Fig. 1: run 1, routed metal, one colour a layer
Two of the layers only.
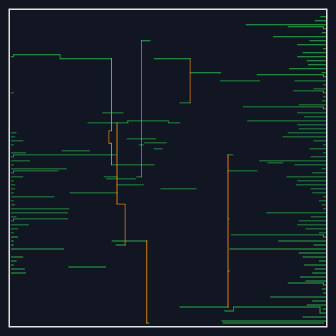
Fig. 2: run 1, routed clock nets over the placement
Bar = 20 um.
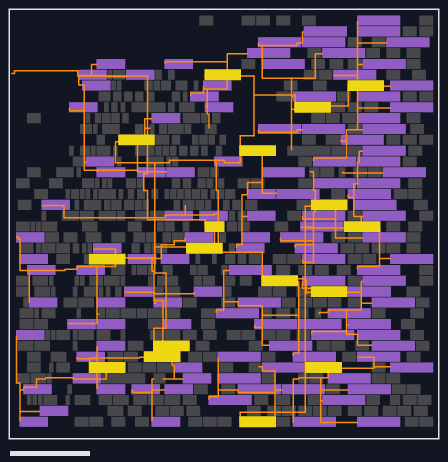
Fig. 3: run 1, placed cells, one colour a class
Bar = 20 um.
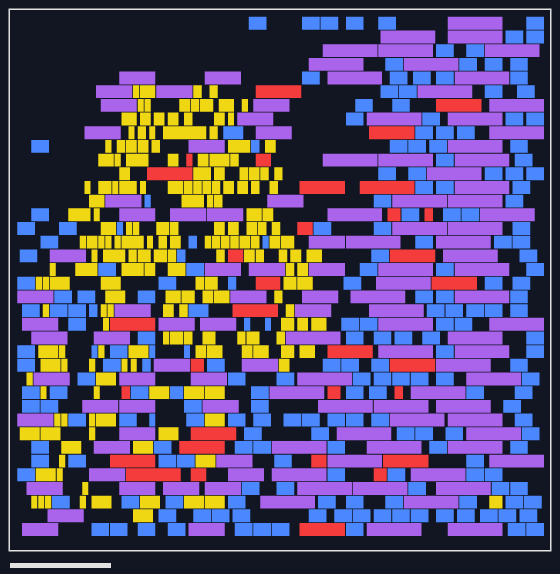
===== config.mk =====
export PLATFORM = sky130hd
export DESIGN_NAME = sram_req_bridge
export DESIGN_NICKNAME = d
export VERILOG_FILES = /design/src/rtl/sram_req_bridge.sv
export SDC_FILE = /design/constraint.sdc
export NUM_CORES = 1
export LEC_CHECK = 0
export CAP_MARGIN = 20
export CORE_MARGIN = 1
export CORE_UTILIZATION = 40
export DETAILED_ROUTE_END_ITERATION = 6
export GPL_TIMING_DRIVEN = 0
export PLACE_DENSITY_LB_ADDON = 0.25
export SKIP_LAST_GASP = 1
export SYNTH_ARGS = -nofsm -noshare
export SYNTH_HDL_FRONTEND = slang
export SYNTH_SLANG_ARGS = --single-unit

===== constraint.sdc =====
create_clock -name clk -period 6.63 [get_ports clk]
set_clock_uncertainty 0.1 [all_clocks]
set_input_delay 1.326 -clock clk [delete_from_list [all_inputs] [get_ports clk]]
set_output_delay 1.326 -clock clk [all_outputs]
set_load 0.02 [all_outputs]

===== src/rtl/sram_req_bridge.sv =====
// Bridges the core's single-cycle data SRAM access onto a valid/ready request/response bus,
// stalling the core while the access is outstanding. Define SRAM_BRIDGE_POSTED_WRITE_EN for posted writes.
module sram_req_bridge #(
  parameter int ADDR_W      = 32,
  parameter int DATA_W      = 32,
  parameter int TIMEOUT_CYC = 255
) (
  input  logic                clk,
  input  logic                resetn,
  input  logic                cpu_en,
  input  logic [DATA_W/8-1:0] cpu_wen,
  input  logic [ADDR_W-1:0]   cpu_addr,
  input  logic [DATA_W-1:0]   cpu_wdata,
  output logic [DATA_W-1:0]   cpu_rdata,
  output logic                cpu_stall,
  output logic                req_valid,
  input  logic                req_ready,
  output logic                req_wr,
  output logic [DATA_W/8-1:0] req_wstrb,
  output logic [ADDR_W-1:0]   req_addr,
  output logic [DATA_W-1:0]   req_wdata,
  input  logic                resp_valid,
  output logic                resp_ready,
  input  logic [DATA_W-1:0]   resp_rdata,
  output logic                bus_err
);

  localparam int          STRB_W       = DATA_W / 8;
  localparam logic [15:0] TIMEOUT_LAST = 16'(TIMEOUT_CYC - 1);

  typedef enum logic [1:0] {
    IDLE,
    REQ,
    WAIT,
    DONE
  } state_t;

  state_t              state, state_next;
  logic [ADDR_W-1:0]   addr_q;
  logic [STRB_W-1:0]   wen_q;
  logic [DATA_W-1:0]   wdata_q;
  logic [DATA_W-1:0]   rdata_q;
  logic [15:0]         cnt_q;
  logic                bus_err_q;
  logic                accept;
  logic                handshake;
  logic                resp_take;
  logic                timeout;
  logic                posted;

  assign accept    = (state == IDLE) && cpu_en;
  assign handshake = (state == REQ) && req_ready;
  assign resp_take = (state == WAIT) && resp_valid;
  // A response in the last allowed cycle beats the timeout.
  assign timeout   = (state == WAIT) && !resp_valid && (cnt_q == TIMEOUT_LAST);
  assign posted    = |wen_q;

  // NOTE: sequential state uses non-blocking assignments so every register samples pre-edge values.
  always_ff @(posedge clk) begin
    if (!resetn) state <= IDLE;
    else         state <= state_next;
  end

  always_comb begin
    // NOTE: default first so no path through the case leaves state_next unassigned (no latch).
    state_next = state;
    unique case (state)
      IDLE: if (cpu_en) state_next = REQ;
      REQ:  if (req_ready) state_next = WAIT;
      WAIT: if (resp_valid || timeout) state_next = DONE;
      DONE: state_next = IDLE;
      default: state_next = IDLE;
    endcase
  end

  always_comb begin
    req_valid  = (state == REQ);
    resp_ready = (state == WAIT);
`ifdef SRAM_BRIDGE_POSTED_WRITE_EN
    // A posted write frees the core; any new access waits for IDLE to be accepted.
    unique case (state)
      IDLE:      cpu_stall = cpu_en && !(|cpu_wen);
      REQ, WAIT: cpu_stall = posted ? cpu_en : 1'b1;
      DONE:      cpu_stall = posted && cpu_en;
      default:   cpu_stall = 1'b0;
    endcase
`else
    unique case (state)
      IDLE:      cpu_stall = cpu_en;
      REQ, WAIT: cpu_stall = 1'b1;
      default:   cpu_stall = 1'b0;
    endcase
`endif
  end

  // NOTE: request payload needs no reset; it is only observed qualified by req_valid.
  always_ff @(posedge clk) begin
    if (accept) begin
      addr_q  <= cpu_addr;
      wen_q   <= cpu_wen;
      wdata_q <= cpu_wdata;
    end
  end

  always_ff @(posedge clk) begin
    if (!resetn) begin
      cnt_q     <= '0;
      rdata_q   <= '0;
      bus_err_q <= 1'b0;
    end else begin
      bus_err_q <= timeout;
      if (handshake)
        cnt_q <= '0;
      else if ((state == WAIT) && !resp_valid && !timeout)
        cnt_q <= cnt_q + 16'd1;
      if (resp_take)
        rdata_q <= resp_rdata;
      else if (timeout)
        rdata_q <= DATA_W'(32'hDEADBEEF);
    end
  end

  assign req_addr  = addr_q;
  assign req_wstrb = wen_q;
  assign req_wr    = posted;
  assign req_wdata = wdata_q;
  assign cpu_rdata = rdata_q;
  assign bus_err   = bus_err_q;

endmodule


==> Flow_metrics.wiki, run 1 <==
== Run summary ==
{| class="wikitable"
! Metric !! Value
|-
| Outcome || finished clean
|-
| DR WL met2 || 6.14 mm
|-
| Maximum clock frequency || 0.207 GHz
|-
| Static leakage power || 2.73 nW
|-
| Post-Place Setup Slack || 1.78 ns
|-
| Count of antenna-violating nets left after detailed routing || 0
|-
| Number of clock sinks seen by CTS || 119
|-
| FF+latch count, synth || 119
|-
| Min-Delay Startpoint || cnt_q[12]$_SDFFE_PP0P_
|-
| Fraction of layout instances using a drive strength above 1 || 11.8%
|-
| Critical Path Source Type || primary input
|-
| Ys async rst share || 0%
|-
| HPWL after DPL || 9.39 mm
|-
| Clock buffers and inverters, area share || 7.80%
|-
| Number of synthesis warnings || 0
|-
| Minimum setup slack in the final design || 1.80 ns
|-
| Placer Congestion || 0.813
|-
| Multi-input gate share of total cell area || 17.2%
|-
| Clock tree from TritonCTS || built
|-
| Kind of path behind the tightest hold check || flip-flop to flip-flop
|-
| Worst min-delay path endpoint || cnt_q[12]$_SDFFE_PP0P_
|-
| Pre-Place Util || 41.0%
|-
| Max FO, Critical Path || 69
|-
| Number of max-slew violations in the final report || 0
|-
| Number of buffers inserted by hold repair at cts || 0
|-
| Logic area || 1250 um^2
|-
| Clk root buf || sky130_fd_sc_hd__clkbuf_8
|-
| Post-CTS setup buffer count || 0
|-
| Accumulated negative setup slack || 0 ns
|-
| Parity-gate share of the synthesized area counting xor and xnor cells || 0.789%
|-
| Number of enable-type register cells in the synthesized netlist || 68
|-
| Reported sequential group power || 0.952 mW
|-
| Placed instance count || 677
|-
| CP Class || primary input to output pin
|-
| Post-route minimum period || 4.83 ns
|-
| Most frequently used flop master after synthesis || sky130_fd_sc_hd__edfxtp_1
|-
| Fill count || 804
|-
| Signal buffers || 226
|-
| Count of cells resized by post-cts repair || 0
|-
| Fraction of the yosys area taken by sequential cells || 69.0%
|-
| GR peak layer || met2
|-
| Cell type with the highest aggregate area in the netlist || sky130_fd_sc_hd__edfxtp_1
|-
| Remaining routing DRC violations || 0
|-
| I/O pins || 210
|-
| Endpoints failing setup || 0
|-
| Tap cell count || 140
|-
| Combined flip-flop and latch cell area || 3060 um^2
|-
| Dominant cell area share || 46.0%
|-
| Setup repair after global routing missed its margin || false
|-
| Top Family by Delay on Critical Path || buffers and inverters
|-
| Combinational gates || 183
|-
| Power per cell area || 333 nW/um^2
|-
| Clk_buf instances || 17
|-
| Floorplan net count || 441
|-
| Crit path required time || 5.20 ns
|-
| Die extent in y || 107 um
|-
| Die area || 11,500 um^2
|-
| Slew at the pin closest to its max-slew limit || 0.900 ns
|-
| Buffers & Inverters on Critical Path || 2
|-
| Filler-free cell count of the finished design || 709
|-
| Basic-gate share of the synthesized area counting and, or, nand and nor cells || 11.5%
|-
| Met3 track demand over resource in global routing || 10.2%
|-
| Part of the power in combinational logic || 24.6%
|-
| Input/output buffers || 208
|-
| Launch instance of the worst register-to-register path || state[0]$_SDFFE_PN0P_
|-
| Slowest cell on crit path || sky130_fd_sc_hd__and2_4
|-
| Top power consumer group || sequential cells
|-
| FA/HA/MAJ Cells, Area Fraction || 1.97%
|-
| Number of vias per cell after detailed routing || 4.92
|-
| Met2 global-route usage || 37.3%
|-
| H-tree lvl count || 4
|-
| Largest cell class by area || registers
|-
| Total met3 wirelength after detailed routing || 1.24 mm
|-
| Layout overhead on the synthesized area || 63.7%
|-
| Number of cells on the worst reg-to-reg path || 7
|-
| Most used standard cell by instance count after synthesis || sky130_fd_sc_hd__edfxtp_1
|-
| Multiplexer fraction of the synthesized cell area || 3.30%
|-
| Total Power Consumption || 2.42 mW
|-
| Power in combinational cells || 0.596 mW
|-
| Cell depth of the worst hold path || 2
|-
| Synthesized-area fraction occupied by ao, oa, aoi and oai cells || 10.6%
|-
| Number of buffers created by CTS || 17
|-
| Post-Syn Instances || 329
|-
| Reg-to-reg critical path endpoint || cpu_rdata[30]$_SDFFE_PN0P_
|-
| Switching power total || 0.689 mW
|-
| Pre-antenna DRT Iters || 4
|-
| Top metal layer carrying routed signals || met4
|-
| Levels on crit path || 5
|-
| Dominant logic cell types in the final layout || sky130_fd_sc_hd__clkdlybuf4s50_1 (208), sky130_fd_sc_hd__edfxtp_1 (68), sky130_fd_sc_hd__dfxtp_1 (51)
|-
| Ys cells || 329
|-
| Insertion Delay late pin || 0.53 ns
|-
| Net switching fraction of the power || 28.5%
|-
| Number of failing hold endpoints at the final stage || 0
|-
| Num sequential || 119
|-
| Slew Limit Headroom || 40.0%
|-
| Cell Type Count || 46
|-
| Max-cap violations || 0
|-
| Critical path startpoint || cpu_en
|-
| Synth Cell Area || 4440 um^2
|-
| Most used logic cell in the final layout || sky130_fd_sc_hd__clkdlybuf4s50_1
|-
| Diodes inserted || 0
|-
| Worst setup endpoint || cpu_stall
|-
| Int Power || 1.73 mW
|-
| Antenna violations before repair || 0
|-
| Layout buffering overhead excluding clock cells || 29.9%
|-
| Number of nets in the layout || 668
|-
| Reg-to-reg setup timing slack || 4.33 ns
|-
| Overall overflow remaining after global route || 0
|-
| Drt initial violations || 169
|}
## Picture notes: Fig. 1
met4 -> orange  # wire length 223 um
met3 -> green  # wire length 1,240 um
number of vias after detailed routing: 3,487
all-layer global routing usage: 22.4%
Routed WL: 12.5 mm
wire per inst: 17.6 um

## Picture notes: Fig. 2
clock wires -> orange  # length 1,460 um
flip-flops -> purple  # count 119
cells driving clock nets -> yellow  # count 17
flops lie = all over the die
fraction of power consumed by the clock network: 36.0%
power dissipated in the clock network: 0.872 mW

## Picture notes: Fig. 3
other buffers and delay cells -> blue  # cells 226
all other logic -> yellow  # cells 192
clock drivers and dummy loads -> red  # cells 32
flip-flops -> purple  # cells 119
Design Area, Final: 7270 um^2
fraction of area in registers: 42.1%
core region area: 10,800 um^2
row count: 38

==> run 2, diff against run 1 <==
- clock period: 6.63 -> 4.85 ns (I/O delays scaled with it)
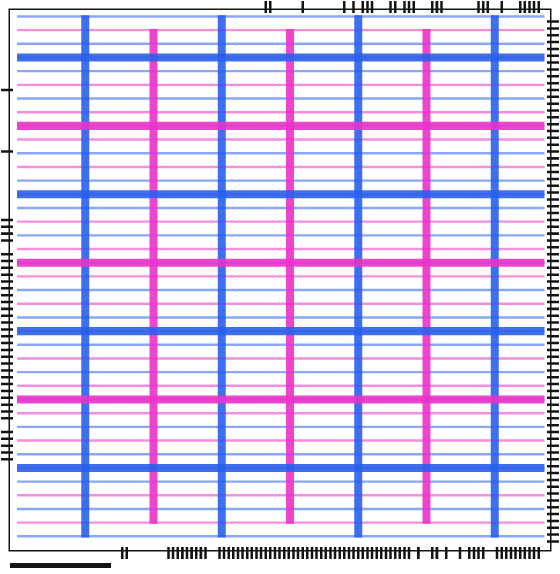
Fig. 4. Supply network (run 2).
Bar = 20 um. Pins as bars on the die edge.
VDD -> magenta
VSS -> blue
signal pins = 210
met4 straps = 7

==> Flow_metrics.wiki, run 2 <==
== Run summary ==
{| class="wikitable"
! Metric !! Value
|-
| Core region area || 10,800 um^2 (unchanged)
|-
| DR WL met2 || 6.14 mm (unchanged)
|-
| Worst min-delay path endpoint || cnt_q[12]$_SDFFE_PP0P_
|-
| Fraction of area in registers || 42.1% (unchanged)
|-
| Kind of path behind the tightest hold check || flip-flop to flip-flop
|-
| GR peak layer || met2
|-
| All-layer global routing usage || 22.4% (unchanged)
|-
| Fill count || 804 (unchanged)
|-
| Power in combinational cells || 0.814 mW (+37%)
|-
| Number of failing hold endpoints at the final stage || 0 (unchanged)
|-
| Min-Delay Startpoint || cnt_q[12]$_SDFFE_PP0P_
|-
| Max FO, Critical Path || 69 (unchanged)
|-
| Most frequently used flop master after synthesis || sky130_fd_sc_hd__edfxtp_1
|-
| Accumulated negative setup slack || 0 ns (unchanged)
|-
| Met1 routing resource usage after global routing || 25.0%
|-
| Power dissipated in the clock network || 1.19 mW (+36%)
|-
| FF+latch count, synth || 119 (unchanged)
|-
| Total met3 wirelength after detailed routing || 1.24 mm (unchanged)
|-
| Critical-path cell list || clkdlybuf4s50_1, and2_4, nor2_1, nor2_1, clkdlybuf4s50_1
|-
| Clock buffers and inverters, area share || 7.80% (unchanged)
|-
| Top Family by Delay on Critical Path || buffers and inverters
|-
| Switching power total || 0.942 mW (+37%)
|-
| Num sequential || 119 (unchanged)
|-
| Number of enable-type register cells in the synthesized netlist || 68 (unchanged)
|-
| Launch instance of the worst register-to-register path || state[0]$_SDFFE_PN0P_
|-
| FA/HA/MAJ Cells, Area Fraction || 1.97% (unchanged)
|-
| Critical path startpoint || cpu_en
|-
| Post-Syn Instances || 329 (unchanged)
|-
| Combined flip-flop and latch cell area || 3060 um^2 (unchanged)
|-
| Count of antenna-violating nets left after detailed routing || 0 (unchanged)
|-
| Total Power Consumption || 3.31 mW (+37%)
|-
| Ys async rst share || 0% (unchanged)
|-
| CP Class || primary input to output pin
|-
| Slowest cell on crit path || sky130_fd_sc_hd__and2_4
|-
| Minimum setup slack in the final design || 0.729 ns (-1.07 ns)
|-
| Dominant cell area share || 46.0% (unchanged)
|-
| Slew at the pin closest to its max-slew limit || 0.900 ns (unchanged)
|-
| Fraction of power consumed by the clock network || 36.0% (about the same)
|-
| Parity-gate share of the synthesized area counting xor and xnor cells || 0.789% (unchanged)
|-
| Dominant logic cell types in the final layout || sky130_fd_sc_hd__clkdlybuf4s50_1 (208), sky130_fd_sc_hd__edfxtp_1 (68), sky130_fd_sc_hd__dfxtp_1 (51)
|-
| HPWL after DPL || 9.39 mm (unchanged)
|-
| Post-Place Setup Slack || 0.710 ns (-1.07 ns)
|-
| Post-route minimum period || 4.12 ns
|-
| Number of vias per cell after detailed routing || 4.92 (unchanged)
|-
| Levels on crit path || 5 (unchanged)
|-
| Tap cell count || 140 (unchanged)
|-
| Floorplan net count || 441 (unchanged)
|-
| Basic-gate share of the synthesized area counting and, or, nand and nor cells || 11.5% (unchanged)
|-
| Fraction of layout instances using a drive strength above 1 || 11.8% (unchanged)
|-
| Clk root buf || sky130_fd_sc_hd__clkbuf_8
|-
| Input/output buffers || 208 (unchanged)
|-
| Layout overhead on the synthesized area || 63.7% (unchanged)
|-
| Number of cells on the worst reg-to-reg path || 7 (unchanged)
|-
| Synthesized-area fraction occupied by ao, oa, aoi and oai cells || 10.6% (unchanged)
|-
| Design Area, Final || 7270 um^2 (unchanged)
|-
| Cell type with the highest aggregate area in the netlist || sky130_fd_sc_hd__edfxtp_1
|-
| Clock tree from TritonCTS || built
|-
| Max-cap violations || 0 (unchanged)
|-
| Most used logic cell in the final layout || sky130_fd_sc_hd__clkdlybuf4s50_1
|-
| Pre-Place Util || 41.0% (unchanged)
|-
| Endpoints failing setup || 0 (unchanged)
|-
| Slew Limit Headroom || 40.0% (unchanged)
|-
| Logic area || 1250 um^2 (unchanged)
|-
| Buffers & Inverters on Critical Path || 2 (unchanged)
|-
| Static leakage power || 2.73 nW (unchanged)
|-
| Diodes inserted || 0 (unchanged)
|-
| Signal buffers || 226 (unchanged)
|-
| Layout buffering overhead excluding clock cells || 29.9% (unchanged)
|-
| Number of buffers created by CTS || 17 (unchanged)
|-
| Insertion Delay late pin || 0.53 ns (about the same)
|-
| Largest cell class by area || registers
|-
| Number of max-slew violations in the final report || 0 (unchanged)
|-
| Ys cells || 329 (unchanged)
|-
| Critical Path Source Type || primary input
|-
| Count of cells resized by post-cts repair || 0 (unchanged)
|-
| Die extent in y || 107 um (unchanged)
|-
| Remaining routing DRC violations || 0 (unchanged)
|-
| Number of vias after detailed routing || 3,487 (unchanged)
|-
| Power per cell area || 455 nW/um^2 (+37%)
|-
| Number of nets in the layout || 668 (unchanged)
|-
| Multi-input gate share of total cell area || 17.2% (unchanged)
|-
| Multiplexer fraction of the synthesized cell area || 3.30% (unchanged)
|-
| Outcome || finished clean
|-
| Cell depth of the worst hold path || 2 (unchanged)
|-
| Post-CTS setup buffer count || 0 (unchanged)
|-
| Die area || 11,500 um^2 (unchanged)
|-
| Worst setup endpoint || cpu_stall
|-
| Filler-free cell count of the finished design || 709 (unchanged)
|-
| Net switching fraction of the power || 28.5% (about the same)
|-
| Routed WL || 12.5 mm (unchanged)
|-
| Pre-antenna DRT Iters || 4 (unchanged)
|-
| Top power consumer group || sequential cells
|-
| Overall overflow remaining after global route || 0 (unchanged)
|-
| Reg-to-reg critical path endpoint || cpu_rdata[30]$_SDFFE_PN0P_
|-
| Maximum clock frequency || 0.243 GHz
|-
| Placer Congestion || 0.813 (unchanged)
|-
| Row count || 38 (unchanged)
|-
| I/O pins || 210 (unchanged)
|-
| Reg-to-reg setup timing slack || 2.55 ns (-1.78 ns)
|-
| Top metal layer carrying routed signals || met4
|-
| Crit path required time || 3.78 ns (-1.42 ns)
|-
| Reported sequential group power || 1.30 mW (+37%)
|-
| Number of synthesis warnings || 0 (unchanged)
|-
| Drt initial violations || 169 (unchanged)
|-
| Combinational gates || 183 (unchanged)
|}
==> run 3, diff against run 2 <==
- CORE_UTILIZATION: 40 -> 37
- clock period: 4.85 -> 3.3 ns (I/O delays scaled with it)
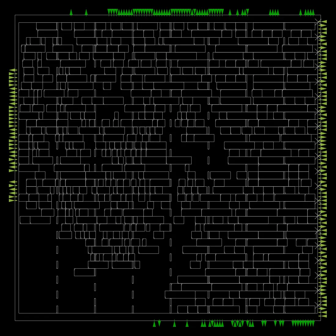
Fig. 5. Placement view (run 3).
filler-free cell count of the finished design: 715
fill count: 907
num sequential: 119
row count: 39

==> Flow_metrics.wiki, run 3 <==
== Run summary ==
{| class="wikitable"
! Metric !! Value
|-
| Outcome || finished with violations
|-
| Violated checks || design-rule violations
|-
| Levels on crit path || 5 (unchanged)
|-
| Top metal layer carrying routed signals || met4
|-
| Met3 track demand over resource in global routing || 8.33%
|-
| Reg-to-reg setup timing slack || 0.98 ns (-1.57 ns)
|-
| Reg-to-reg critical path endpoint || cpu_rdata[21]$_SDFFE_PN0P_
|-
| Slowest cell on crit path || sky130_fd_sc_hd__clkdlybuf4s50_1
|-
| Most used standard cell by instance count after synthesis || sky130_fd_sc_hd__edfxtp_1
|-
| FA/HA/MAJ Cells, Area Fraction || 1.97% (unchanged)
|-
| Post-CTS setup buffer count || 0 (unchanged)
|-
| Ys async rst share || 0% (unchanged)
|-
| Layout buffering overhead excluding clock cells || 29.8% (-0.092 points)
|-
| Number of buffers created by CTS || 17 (unchanged)
|-
| Placed instance count || 680
|-
| Routed WL || 12.4 mm (-1.2%)
|-
| Cell depth of the worst hold path || 2 (unchanged)
|-
| Slew Limit Headroom || 46.9% (+6.8 points)
|-
| Total met3 wirelength after detailed routing || 1.23 mm (-0.81%)
|-
| Overall overflow remaining after global route || 0 (unchanged)
|-
| Drt initial violations || 258 (+53%)
|-
| Clock tree from TritonCTS || built
|-
| Critical-path cell list || clkdlybuf4s50_1, and2_4, nor2_1, nor2_1, clkdlybuf4s50_1
|-
| Combined flip-flop and latch cell area || 3060 um^2 (unchanged)
|-
| Worst setup endpoint || cpu_stall
|-
| Power dissipated in the clock network || 1.82 mW (+53%)
|-
| Cell type with the highest aggregate area in the netlist || sky130_fd_sc_hd__edfxtp_1
|-
| Fraction of power consumed by the clock network || 36.6% (+0.6 points)
|-
| Number of max-slew violations in the final report || 0 (unchanged)
|-
| Maximum root-to-sink buffer count || 2
|-
| Placer Congestion || 0.803 (-1.2%)
|-
| Top Family by Delay on Critical Path || buffers and inverters
|-
| Count of cells resized by post-cts repair || 0 (unchanged)
|-
| Worst Path Arrival || 2.24 ns
|-
| Maximum clock frequency || 0.333 GHz
|-
| Most frequently used flop master after synthesis || sky130_fd_sc_hd__edfxtp_1
|-
| Power per cell area || 678 nW/um^2 (+49%)
|-
| Logic area || 1270 um^2 (+1.2%)
|-
| Max FO, Critical Path || 4 (-94%)
|-
| Synthesized-area fraction occupied by ao, oa, aoi and oai cells || 10.6% (unchanged)
|-
| Number of clock sinks seen by CTS || 119
|-
| Ys cells || 329 (unchanged)
|-
| Buffers & Inverters on Critical Path || 2 (unchanged)
|-
| Met1 routing resource usage after global routing || 23.7% (-1.3 points)
|-
| Insertion Delay late pin || 0.41 ns (-0.12 ns)
|-
| Signal buffers || 227 (+0.44%)
|-
| Die area || 12,400 um^2 (+8.0%)
|-
| Multi-input gate share of total cell area || 17.3% (+0.093 points)
|-
| Remaining routing DRC violations || 20 (+20)
|-
| DR WL met2 || 6.15 mm (+0.20%)
|-
| Endpoints failing setup || 0 (unchanged)
|-
| All-layer global routing usage || 20.3% (-2.1 points)
|-
| Critical path startpoint || cpu_en
|-
| Floorplan net count || 441 (unchanged)
|-
| Minimum setup slack in the final design || 0.299 ns (-0.430 ns)
|-
| Number of synthesis warnings || 0 (unchanged)
|-
| Tap cell count || 143 (+2.1%)
|-
| Diodes inserted || 0 (unchanged)
|-
| Horizontal extent of the die || 112 um
|-
| Total Power Consumption || 4.96 mW (+50%)
|-
| HPWL after DPL || 8.90 mm (-5.3%)
|-
| Clk root buf || sky130_fd_sc_hd__clkbuf_16
|-
| Static leakage power || 2.75 nW (+0.96%)
|-
| Post-Syn Instances || 329 (unchanged)
|-
| I/O pins || 210 (unchanged)
|-
| Number of vias after detailed routing || 3,536 (+1.4%)
|-
| Largest cell class by area || registers
|-
| Count of antenna-violating nets left after detailed routing || 0 (unchanged)
|-
| Combinational gates || 185 (+1.1%)
|-
| Slew at the pin closest to its max-slew limit || 0.797 ns (-0.103 ns)
|-
| Layout overhead on the synthesized area || 64.7%
|-
| Number of nets in the layout || 671 (+0.45%)
|-
| Post-Place Setup Slack || -0.209 ns (-0.919 ns)
|-
| Fraction of layout instances using a drive strength above 1 || 12.1% (+0.29 points)
|-
| FF+latch count, synth || 119 (unchanged)
|-
| Clock buffers and inverters, area share || 8.04% (+0.24 points)
|-
| Pre-antenna DRT Iters || 6 (+2)
|-
| Power share of the sequential group || 38.5%
|-
| Max-cap violations || 0 (unchanged)
|-
| Clk_buf instances || 18
|-
| Input/output buffers || 208 (unchanged)
|-
| Kind of path behind the tightest hold check || flip-flop to flip-flop
|-
| Commonest cells in the synthesized netlist || sky130_fd_sc_hd__edfxtp_1 (68), sky130_fd_sc_hd__dfxtp_1 (51), sky130_fd_sc_hd__nand2_1 (34)
|-
| Yosys Chip Area || 4440 um^2
|-
| Switching power total || 1.37 mW (+45%)
|-
| GR peak layer || met2
|-
| Min-Delay Startpoint || cnt_q[5]$_SDFFE_PP0P_
|-
| Basic-gate share of the synthesized area counting and, or, nand and nor cells || 11.5% (unchanged)
|-
| Multiplexer fraction of the synthesized cell area || 3.30% (unchanged)
|-
| Design Area, Final || 7310 um^2 (+0.65%)
|-
| Critical Path Source Type || primary input
|-
| Dominant cell area share || 46.0% (unchanged)
|-
| Number of enable-type register cells in the synthesized netlist || 68 (unchanged)
|-
| Power in combinational cells || 1.23 mW (+51%)
|-
| Number of cells on the worst reg-to-reg path || 7 (unchanged)
|-
| Parity-gate share of the synthesized area counting xor and xnor cells || 0.789% (unchanged)
|-
| Most used logic cell in the final layout || sky130_fd_sc_hd__clkdlybuf4s50_1
|-
| Dominant logic cell types in the final layout || sky130_fd_sc_hd__clkdlybuf4s50_1 (208), sky130_fd_sc_hd__edfxtp_1 (68), sky130_fd_sc_hd__dfxtp_1 (51)
|-
| Top power consumer group || sequential cells
|-
| Pre-Place Util || 38.4% (-2.6 points)
|-
| Worst min-delay path endpoint || cnt_q[5]$_SDFFE_PP0P_
|-
| Launch instance of the worst register-to-register path || state[0]$_SDFFE_PN0P_
|-
| Net switching fraction of the power || 27.6% (-0.87 points)
|-
| Reported sequential group power || 1.91 mW (+47%)
|-
| Number of failing hold endpoints at the final stage || 0 (unchanged)
|-
| Accumulated negative setup slack || 0 ns (unchanged)
|-
| Number of vias per cell after detailed routing || 4.95 (+0.55%)
|-
| Setup repair after global routing missed its margin || false
|-
| Slowest Stage Delay on Critical Path || 0.64 ns
|-
| Crit path required time || 2.54 ns (-1.24 ns)
|-
| Fraction of area in registers || 41.9% (-0.27 points)
|-
| Post-route minimum period || 3.00 ns
|-
| Die extent in y || 112 um (+3.9%)
|-
| CP Class || primary input to output pin
|-
| Core region area || 11,600 um^2 (+6.7%)
|}
No activity file was given, so power comes from the tool's default toggle rates.
